**config.mk**
```make
export PLATFORM = sky130hd
export DESIGN_NAME = dma_loopback_tester
export DESIGN_NICKNAME = d
export VERILOG_FILES = /design/src/rtl/dma_loopback_tester.sv
export SDC_FILE = /design/constraint.sdc
export NUM_CORES = 1
export LEC_CHECK = 0
export CORE_MARGIN = 2
export CORE_UTILIZATION = 45
export DETAILED_ROUTE_END_ITERATION = 8
export MAX_ROUTING_LAYER = met4
export PLACE_DENSITY = 0.72
export SETUP_SLACK_MARGIN = 0.4
export SLEW_MARGIN = 25
export SYNTH_ARGS = -nofsm -noshare
export SYNTH_HDL_FRONTEND = slang
export SYNTH_SLANG_ARGS = --single-unit
```
**constraint.sdc**
```tcl
create_clock -name clk -period 8 [get_ports clk]
set_input_delay 1.6 -clock clk [delete_from_list [all_inputs] [get_ports clk]]
set_output_delay 1.6 -clock clk [all_outputs]
set_load 0.02 [all_outputs]
```
**src/rtl/dma_loopback_tester.sv**
```systemverilog
// Write/read-back self-test engine: writes a pattern block, reads it back, checks every beat,
// repeats for a programmable loop count and reports done/pass with a saturating error count.
module dma_loopback_tester #(
    parameter int          ADDR_WIDTH = 32,
    parameter int          DATA_WIDTH = 64,
    parameter int          SIZE_WIDTH = 16,
    parameter int          ERR_WIDTH  = 8,
    parameter int          GAP_CYCLES = 127,
    parameter logic [31:0] LFSR_SEED  = 32'hACE1_0001
) (
    input  logic                  clk,
    input  logic                  rstn,
    input  logic                  start,
    input  logic [ADDR_WIDTH-1:0] cfg_addr,
    input  logic [SIZE_WIDTH-1:0] cfg_size,
    input  logic [1:0]            cfg_mode,
    input  logic [7:0]            cfg_loops,
    output logic                  busy,
    output logic                  done,
    output logic                  pass,
    output logic [ERR_WIDTH-1:0]  err_cnt,
    output logic                  wreq_valid,
    input  logic                  wreq_ready,
    output logic [ADDR_WIDTH-1:0] wreq_addr,
    output logic [SIZE_WIDTH-1:0] wreq_size,
    output logic                  wdata_valid,
    input  logic                  wdata_ready,
    output logic                  wdata_last,
    output logic [DATA_WIDTH-1:0] wdata,
    input  logic                  wresp_valid,
    input  logic [1:0]            wresp,
    output logic                  rreq_valid,
    input  logic                  rreq_ready,
    output logic [ADDR_WIDTH-1:0] rreq_addr,
    output logic [SIZE_WIDTH-1:0] rreq_size,
    input  logic                  rdata_valid,
    output logic                  rdata_ready,
    input  logic                  rdata_last,
    input  logic [DATA_WIDTH-1:0] rdata,
    input  logic                  rresp_valid,
    input  logic [1:0]            rresp
);

    localparam int                BPB_LOG   = $clog2(DATA_WIDTH / 8);
    localparam int                GAP_W     = (GAP_CYCLES > 1) ? $clog2(GAP_CYCLES) : 1;
    localparam logic [GAP_W-1:0]  GAP_LAST  = GAP_W'(GAP_CYCLES - 1);
    localparam logic [31:0]       LFSR_TAPS = 32'h8020_0003;

    typedef enum logic [3:0] {
        S_IDLE, S_WREQ, S_WDATA, S_WRESP, S_GAP, S_RREQ, S_RDATA, S_RRESP, S_FIN
    } state_t;

    state_t                state_q, state_d;
    logic                  start_q, start_d;
    logic [ADDR_WIDTH-1:0] addr_q, addr_d;
    logic [SIZE_WIDTH-1:0] beats_q, beats_d;
    logic [1:0]            mode_q, mode_d;
    logic [7:0]            loops_q, loops_d;
    logic [7:0]            k_q, k_d;
    logic [SIZE_WIDTH-1:0] i_q, i_d;
    logic [GAP_W-1:0]      gap_q, gap_d;
    logic                  gap_rd_q, gap_rd_d;
    logic                  rresp_seen_q, rresp_seen_d;
    logic [31:0]           wlfsr_q, wlfsr_d;
    logic [31:0]           clfsr_q, clfsr_d;
    logic [ERR_WIDTH-1:0]  err_q, err_d;
    logic                  pass_hold_q, pass_hold_d;

    logic                  err_inc, err_clr, err_set;
    logic                  is_last;
    logic [SIZE_WIDTH-1:0] cfg_beats;
    logic [DATA_WIDTH-1:0] wpat, cpat;

    function automatic logic [31:0] lfsr_next(input logic [31:0] s);
        return s[0] ? ((s >> 1) ^ LFSR_TAPS) : (s >> 1);
    endfunction

    function automatic logic [DATA_WIDTH-1:0] gen_pat(
        input logic [1:0]            mode,
        input logic [SIZE_WIDTH-1:0] idx,
        input logic [7:0]            kk,
        input logic [ADDR_WIDTH-1:0] base,
        input logic [31:0]           lf
    );
        logic [DATA_WIDTH-1:0] inc;
        logic [ADDR_WIDTH-1:0] a;
        inc = DATA_WIDTH'(idx) + DATA_WIDTH'(kk);
        a   = base + (ADDR_WIDTH'(idx) << BPB_LOG);
        case (mode)
            2'd0:    return inc;
            2'd1:    return {(DATA_WIDTH / 32){lf}};
            2'd2:    return ~inc;
            default: return DATA_WIDTH'(a);
        endcase
    endfunction

    // Write generator and read checker run from separate LFSRs so the check is independent.
    assign cfg_beats = cfg_size >> BPB_LOG;
    assign is_last   = (i_q == beats_q - SIZE_WIDTH'(1));
    assign wpat      = gen_pat(mode_q, i_q, k_q, addr_q, wlfsr_q);
    assign cpat      = gen_pat(mode_q, i_q, k_q, addr_q, clfsr_q);

    always_comb begin
        state_d      = state_q;
        start_d      = start;
        addr_d       = addr_q;
        beats_d      = beats_q;
        mode_d       = mode_q;
        loops_d      = loops_q;
        k_d          = k_q;
        i_d          = i_q;
        gap_d        = gap_q;
        gap_rd_d     = gap_rd_q;
        rresp_seen_d = rresp_seen_q;
        wlfsr_d      = wlfsr_q;
        clfsr_d      = clfsr_q;
        err_d        = err_q;
        pass_hold_d  = pass_hold_q;
        err_inc      = 1'b0;
        err_clr      = 1'b0;
        err_set      = 1'b0;
        case (state_q)
            S_IDLE: begin
                if (start && !start_q) begin
                    addr_d      = cfg_addr;
                    beats_d     = cfg_beats;
                    mode_d      = cfg_mode;
                    loops_d     = (cfg_loops == 8'd0) ? 8'd1 : cfg_loops;
                    k_d         = 8'd0;
                    i_d         = '0;
                    wlfsr_d     = LFSR_SEED;
                    clfsr_d     = LFSR_SEED;
                    err_clr     = 1'b1;
                    pass_hold_d = 1'b0;
                    if (cfg_beats == '0) begin
                        err_set = 1'b1;
                        state_d = S_FIN;
                    end else begin
                        state_d = S_WREQ;
                    end
                end
            end
            S_WREQ: begin
                if (wreq_ready) begin
                    i_d     = '0;
                    state_d = S_WDATA;
                end
            end
            S_WDATA: begin
                if (wdata_ready) begin
                    wlfsr_d = lfsr_next(wlfsr_q);
                    i_d     = i_q + SIZE_WIDTH'(1);
                    if (is_last) state_d = S_WRESP;
                end
            end
            S_WRESP: begin
                if (wresp_valid) begin
                    err_inc  = (wresp != 2'b00);
                    gap_d    = '0;
                    gap_rd_d = 1'b1;
                    state_d  = S_GAP;
                end
            end
            S_GAP: begin
                if (gap_q == GAP_LAST) state_d = gap_rd_q ? S_RREQ : S_WREQ;
                else gap_d = gap_q + GAP_W'(1);
            end
            S_RREQ: begin
                rresp_seen_d = 1'b0;
                if (rreq_ready) begin
                    i_d     = '0;
                    state_d = S_RDATA;
                end
            end
            S_RDATA: begin
                if (rdata_valid) begin
                    clfsr_d = lfsr_next(clfsr_q);
                    i_d     = i_q + SIZE_WIDTH'(1);
                    if ((rdata != cpat) || (rdata_last != is_last)) err_inc = 1'b1;
                    if (is_last) state_d = S_RRESP;
                end
                // The read response may overtake the final data beat.
                if (rresp_valid && !rresp_seen_q) begin
                    rresp_seen_d = 1'b1;
                    if (rresp != 2'b00) err_inc = 1'b1;
                end
            end
            S_RRESP: begin
                if (rresp_seen_q || rresp_valid) begin
                    if (!rresp_seen_q && (rresp != 2'b00)) err_inc = 1'b1;
                    rresp_seen_d = 1'b0;
                    if (({1'b0, k_q} + 9'd1) < {1'b0, loops_q}) begin
                        k_d      = k_q + 8'd1;
                        gap_d    = '0;
                        gap_rd_d = 1'b0;
                        state_d  = S_GAP;
                    end else begin
                        state_d = S_FIN;
                    end
                end
            end
            S_FIN: begin
                pass_hold_d = 1'b1;
                state_d     = S_IDLE;
            end
            default: state_d = S_IDLE;
        endcase
        if (err_clr) err_d = err_set ? ERR_WIDTH'(1) : '0;
        else if (err_inc && (err_q != '1)) err_d = err_q + ERR_WIDTH'(1);
    end

    always_ff @(posedge clk or negedge rstn) begin
        if (!rstn) begin
            state_q      <= S_IDLE;
            start_q      <= 1'b0;
            addr_q       <= '0;
            beats_q      <= '0;
            mode_q       <= 2'd0;
            loops_q      <= 8'd0;
            k_q          <= 8'd0;
            i_q          <= '0;
            gap_q        <= '0;
            gap_rd_q     <= 1'b0;
            rresp_seen_q <= 1'b0;
            wlfsr_q      <= LFSR_SEED;
            clfsr_q      <= LFSR_SEED;
            err_q        <= '0;
            pass_hold_q  <= 1'b0;
        end else begin
            state_q      <= state_d;
            start_q      <= start_d;
            addr_q       <= addr_d;
            beats_q      <= beats_d;
            mode_q       <= mode_d;
            loops_q      <= loops_d;
            k_q          <= k_d;
            i_q          <= i_d;
            gap_q        <= gap_d;
            gap_rd_q     <= gap_rd_d;
            rresp_seen_q <= rresp_seen_d;
            wlfsr_q      <= wlfsr_d;
            clfsr_q      <= clfsr_d;
            err_q        <= err_d;
            pass_hold_q  <= pass_hold_d;
        end
    end

    assign busy        = (state_q != S_IDLE) && (state_q != S_FIN);
    assign done        = (state_q == S_FIN);
    assign pass        = ((state_q == S_FIN) || pass_hold_q) && (err_q == '0);
    assign err_cnt     = err_q;
    assign wreq_valid  = (state_q == S_WREQ);
    assign wreq_addr   = addr_q;
    assign wreq_size   = beats_q;
    assign wdata_valid = (state_q == S_WDATA);
    assign wdata_last  = (state_q == S_WDATA) && is_last;
    assign wdata       = (state_q == S_WDATA) ? wpat : '0;
    assign rreq_valid  = (state_q == S_RREQ);
    assign rreq_addr   = addr_q;
    assign rreq_size   = beats_q;
    assign rdata_ready = (state_q == S_RDATA);

endmodule

```
==> images/flops_by_reg.png <==
Other sequential cells in the stronger gray, the rest of the logic in the fainter gray.
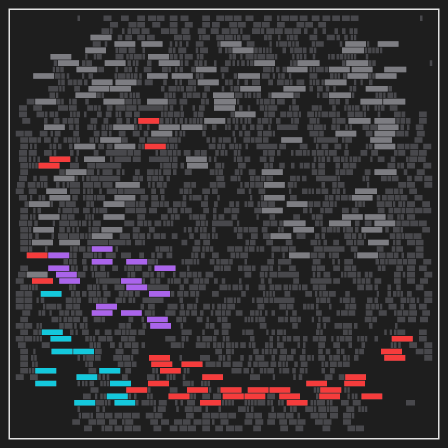
legend:
  cyan:
    signal: `rreq_size`
    placed_flops: 13
    where: lower left
  red:
    signal: `rreq_addr`
    placed_flops: 32
  purple:
    signal: `i_q`
    placed_flops: 16
not colored: 105
Flop area: 4182 um^2
fraction of area in registers: 23.75%

==> images/io_fan.png <==
Scale bar: 50 um.
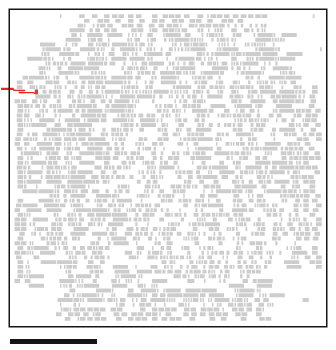
legend:
  red:
    port: `wreq_valid`
    direction: output
    end_cells: 1
    buffers: 1
    wire: 18.8 um

==> images/layer_met1.png <==
Supply wires on this layer in gray.
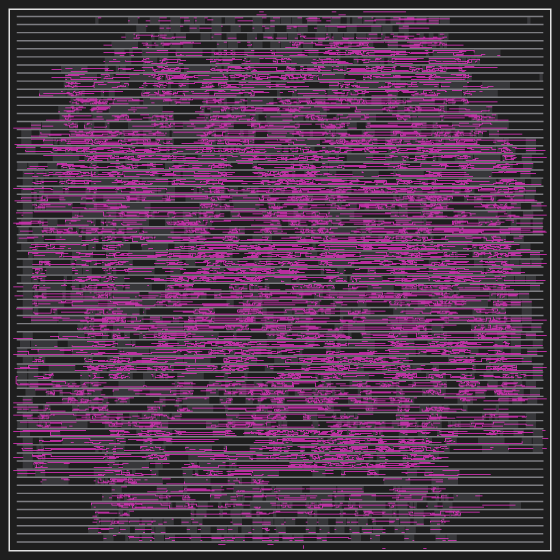
share of all routed wire: 41%
wire length on this layer: 21.9 mm
longest straight run: 67.2 um
main direction: horizontal
nets with wire on the layer: 2,023

==> images/layer_met2.png <==
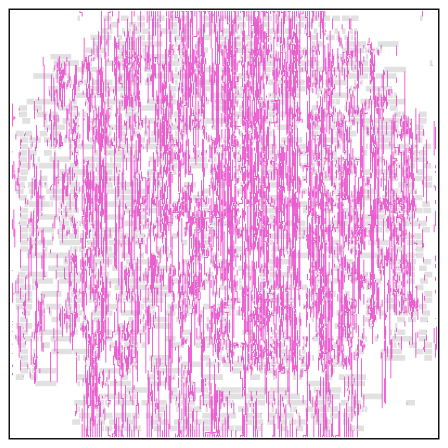
wire length on this layer: 24.2 mm
longest straight run: 96.2 um
main direction: vertical
total via count in the routed design: 15,510
met2 layer usage reported by global route: 50.05%
total wire length after detailed routing: 53,250 um

==> images/congestion.png <==
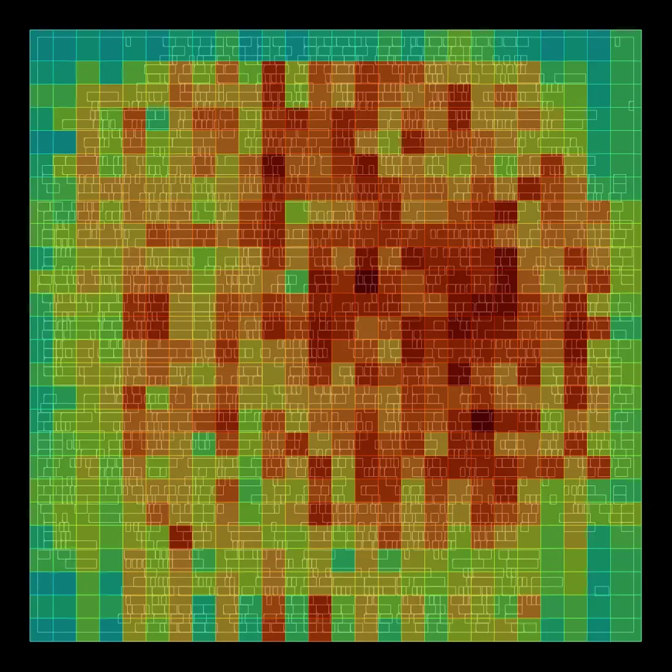
fraction of met3 tracks used by global routing: 5.034%
final core occ: 56.23%

==> CHANGELOG.md <==
### Changed

- Outcome: completed
- PD cells: 345.6 nW/um^2
- Dominant cell type by area after synthesis: sky130_fd_sc_hd__dfrtp_1
- Largest fanout on the critical path: 6
- Number of synthesized flops with an enable pin: 0
- Effective utilization at floorplan: 45.37%
- Yosys stat area: 14,210 um^2
- Average footprint of a synthesized cell: 7.442 um^2
- Flop and latch count out of synthesis: 166
- H-tree levels: 4
- Critical Path RT: 6.40 ns
- Most common library cells after synthesis: sky130_fd_sc_hd__nand2_1 (342), sky130_fd_sc_hd__nor2_1 (165), sky130_fd_sc_hd__dfrtp_1 (148), sky130_fd_sc_hd__a21oi_1 (133), sky130_fd_sc_hd__o21ai_0 (119)
- Core Area: 31,310 um^2
- DRC marker count from the first detailed-route iteration: 1,735
- Number of logic stages on the critical path including buffering: 13
- TritonCTS Buffers: 17
- Number of max-cap violations: 0
- Post-route DRC: 0
- DP Area: 16,990 um^2
- Number of failing hold endpoints at the final stage: 0
- Startpoint of the most critical hold path: gap_q[6]$_DFFE_PN0P_
- Endpoint class of the critical path: primary output
- Filler Cell Count: 2,880
- Global Route met1 Usage: 41.37%
- Total of hold buffers inserted after clock tree synthesis: 0
- Worst r2r dst: err_cnt[5]$_DFFE_PN0P_
- Proportion of synthesized flip-flops having asynchronous set or reset: 100.0%
- Comb gate area: 8977 um^2
- FF-to-FF Start: mode_q[0]$_DFFE_PN0P_
- Clock slew at reported path FFs: 0.08 ns
- Largest delay contributor family on the critical path: AND-OR/OR-AND gates
- Most used routing layer in global routing: met2
- Worst R2R Path Depth: 12
- Count of unique library cells instantiated by Yosys: 83
- Clock power frac: 14.5%
- Final cell area excluding filler cells: 17,610 um^2
- Hold Worst Slack: 0.4946 ns
- Reported leakage power: 7.230 nW
- Max Clock Skew: 0.01190 ns
- Die y size: 181.7 um
- Final estimated routing congestion in global placement: 1.020
- Root buffer selected by CTS: sky130_fd_sc_hd__clkbuf_16
- Max Root-Sink Buffers: 2
- GRT Util Overall: 32.40%
- Yosys warning count: 0
- Number of antenna violations at the first check in global routing: 4
- Ordered cell list for the critical path: ha_1 > inv_1 > fa_1 > nand2b_1 > a21o_1 > or3_1 > a21oi_1 > o21ai_0 > nor2_1 > xor2_1 > o21ai_0 > a21oi_1 > clkdlybuf4s50_1
- Cell area after synthesis: 14,210 um^2
- Hold-critical path depth: 1
- Total I/O pin count: 312
- Buffer count from post-CTS setup fixing: 0
- Remaining global-route overflow: 0
- Worst Setup EP: wdata[27]
==> through the flow <==
step	total power [mW]	setup WS, ns	cells
floorplan	3.817	3.419	1914
global placement	5.080	2.292	2454
detailed placement	5.141	2.217	2454
CTS	6.033	1.919	2486
global route	6.428	1.783	2490
finish	6.085	1.919	2490
==> metal layers <==
layer	vias to the layer above	part of all wire, %
met1	7472	41
met4	0	5.3
met3	127	8.2
li1	7152	-
met5	-	0
met2	760	45
==> cells in the final DEF, fill, tap and decap left out, types with 21 or more instances in the layout <==
| master | instances |
|---|---|
| sky130_fd_sc_hd__nor2_1 | 164 |
| sky130_fd_sc_hd__nand4_1 | 26 |
| sky130_fd_sc_hd__a211oi_1 | 23 |
| sky130_fd_sc_hd__ha_1 | 38 |
| sky130_fd_sc_hd__nand3_1 | 90 |
| sky130_fd_sc_hd__xor2_1 | 31 |
| sky130_fd_sc_hd__nand2_1 | 341 |
| sky130_fd_sc_hd__o21ai_0 | 119 |
| sky130_fd_sc_hd__xnor2_1 | 47 |
| sky130_fd_sc_hd__or3_1 | 21 |
| sky130_fd_sc_hd__clkdlybuf4s50_1 | 301 |
| sky130_fd_sc_hd__mux2i_1 | 36 |
| sky130_fd_sc_hd__nand2b_1 | 28 |
| sky130_fd_sc_hd__inv_1 | 51 |
| sky130_fd_sc_hd__and3_1 | 22 |
| sky130_fd_sc_hd__a31oi_1 | 28 |
| sky130_fd_sc_hd__a21oi_1 | 133 |
| sky130_fd_sc_hd__dfrtp_1 | 146 |
| sky130_fd_sc_hd__nor3_1 | 38 |
==> state kept, by name, summed over array words and instances (netlist names) <==
| signal | flops |
|---|---|
| clfsr_q | 32 |
| rreq_size | 13 |
| err_cnt | 8 |
| pass_hold_q | 1 |
| rreq_addr | 32 |
| rresp_seen_q | 1 |
| i_q | 16 |
| start_q | 1 |
| k_q | 8 |
| state_q | 4 |
| gap_rd_q | 1 |
| wlfsr_q | 32 |
| loops_q | 8 |
| mode_q | 2 |
| gap_q | 7 |
==> kinds of logic after synthesis <==
| logic type | Yosys count | share of synthesized area, % |
|---|---|---|
| simple gates | 846 | 28.18 |
| compound gates | 504 | 23.09 |
| buf+inv | 231 | 7.688 |
| flops | 166 | 29.40 |
| xor+xnor | 79 | 4.976 |
| mux | 42 | 3.012 |
| fa+ha+maj | 40 | 3.628 |
| other cells | 1 | 0.02639 |
==> power by group through the flow <==
stage | registers, mW | logic, mW | clock network, mW
floorplan | 1.48 | 2.34 | 0
global placement | 1.59 | 3.49 | 0
detailed placement | 1.61 | 3.53 | 0
CTS | 1.59 | 3.55 | 0.888
global route | 1.65 | 3.85 | 0.923
finish | 1.60 | 3.60 | 0.884
==> worst reg2reg max path: cells and delay by family, from the launching register on <==
kind                   cells  cell delay, ns
buffers and inverters      1            0.79
and+or+nand+nor            8            3.04
DFF                        1            0.79
muxes                      1            0.21
AOI/OAI and AO/OA          2            0.34
==> cell type report <==
cell class,instances,area share [%]
repair buffers,316,17.77
well taps,402,2.857
flip-flops and latches,166,23.75
inverters,53,1.130
clock buffers,20,2.537
clock inverters,12,0.9096
multi-input cells,1517,50.99
diodes,4,0.05685
Power and IR drop assume default switching activity.
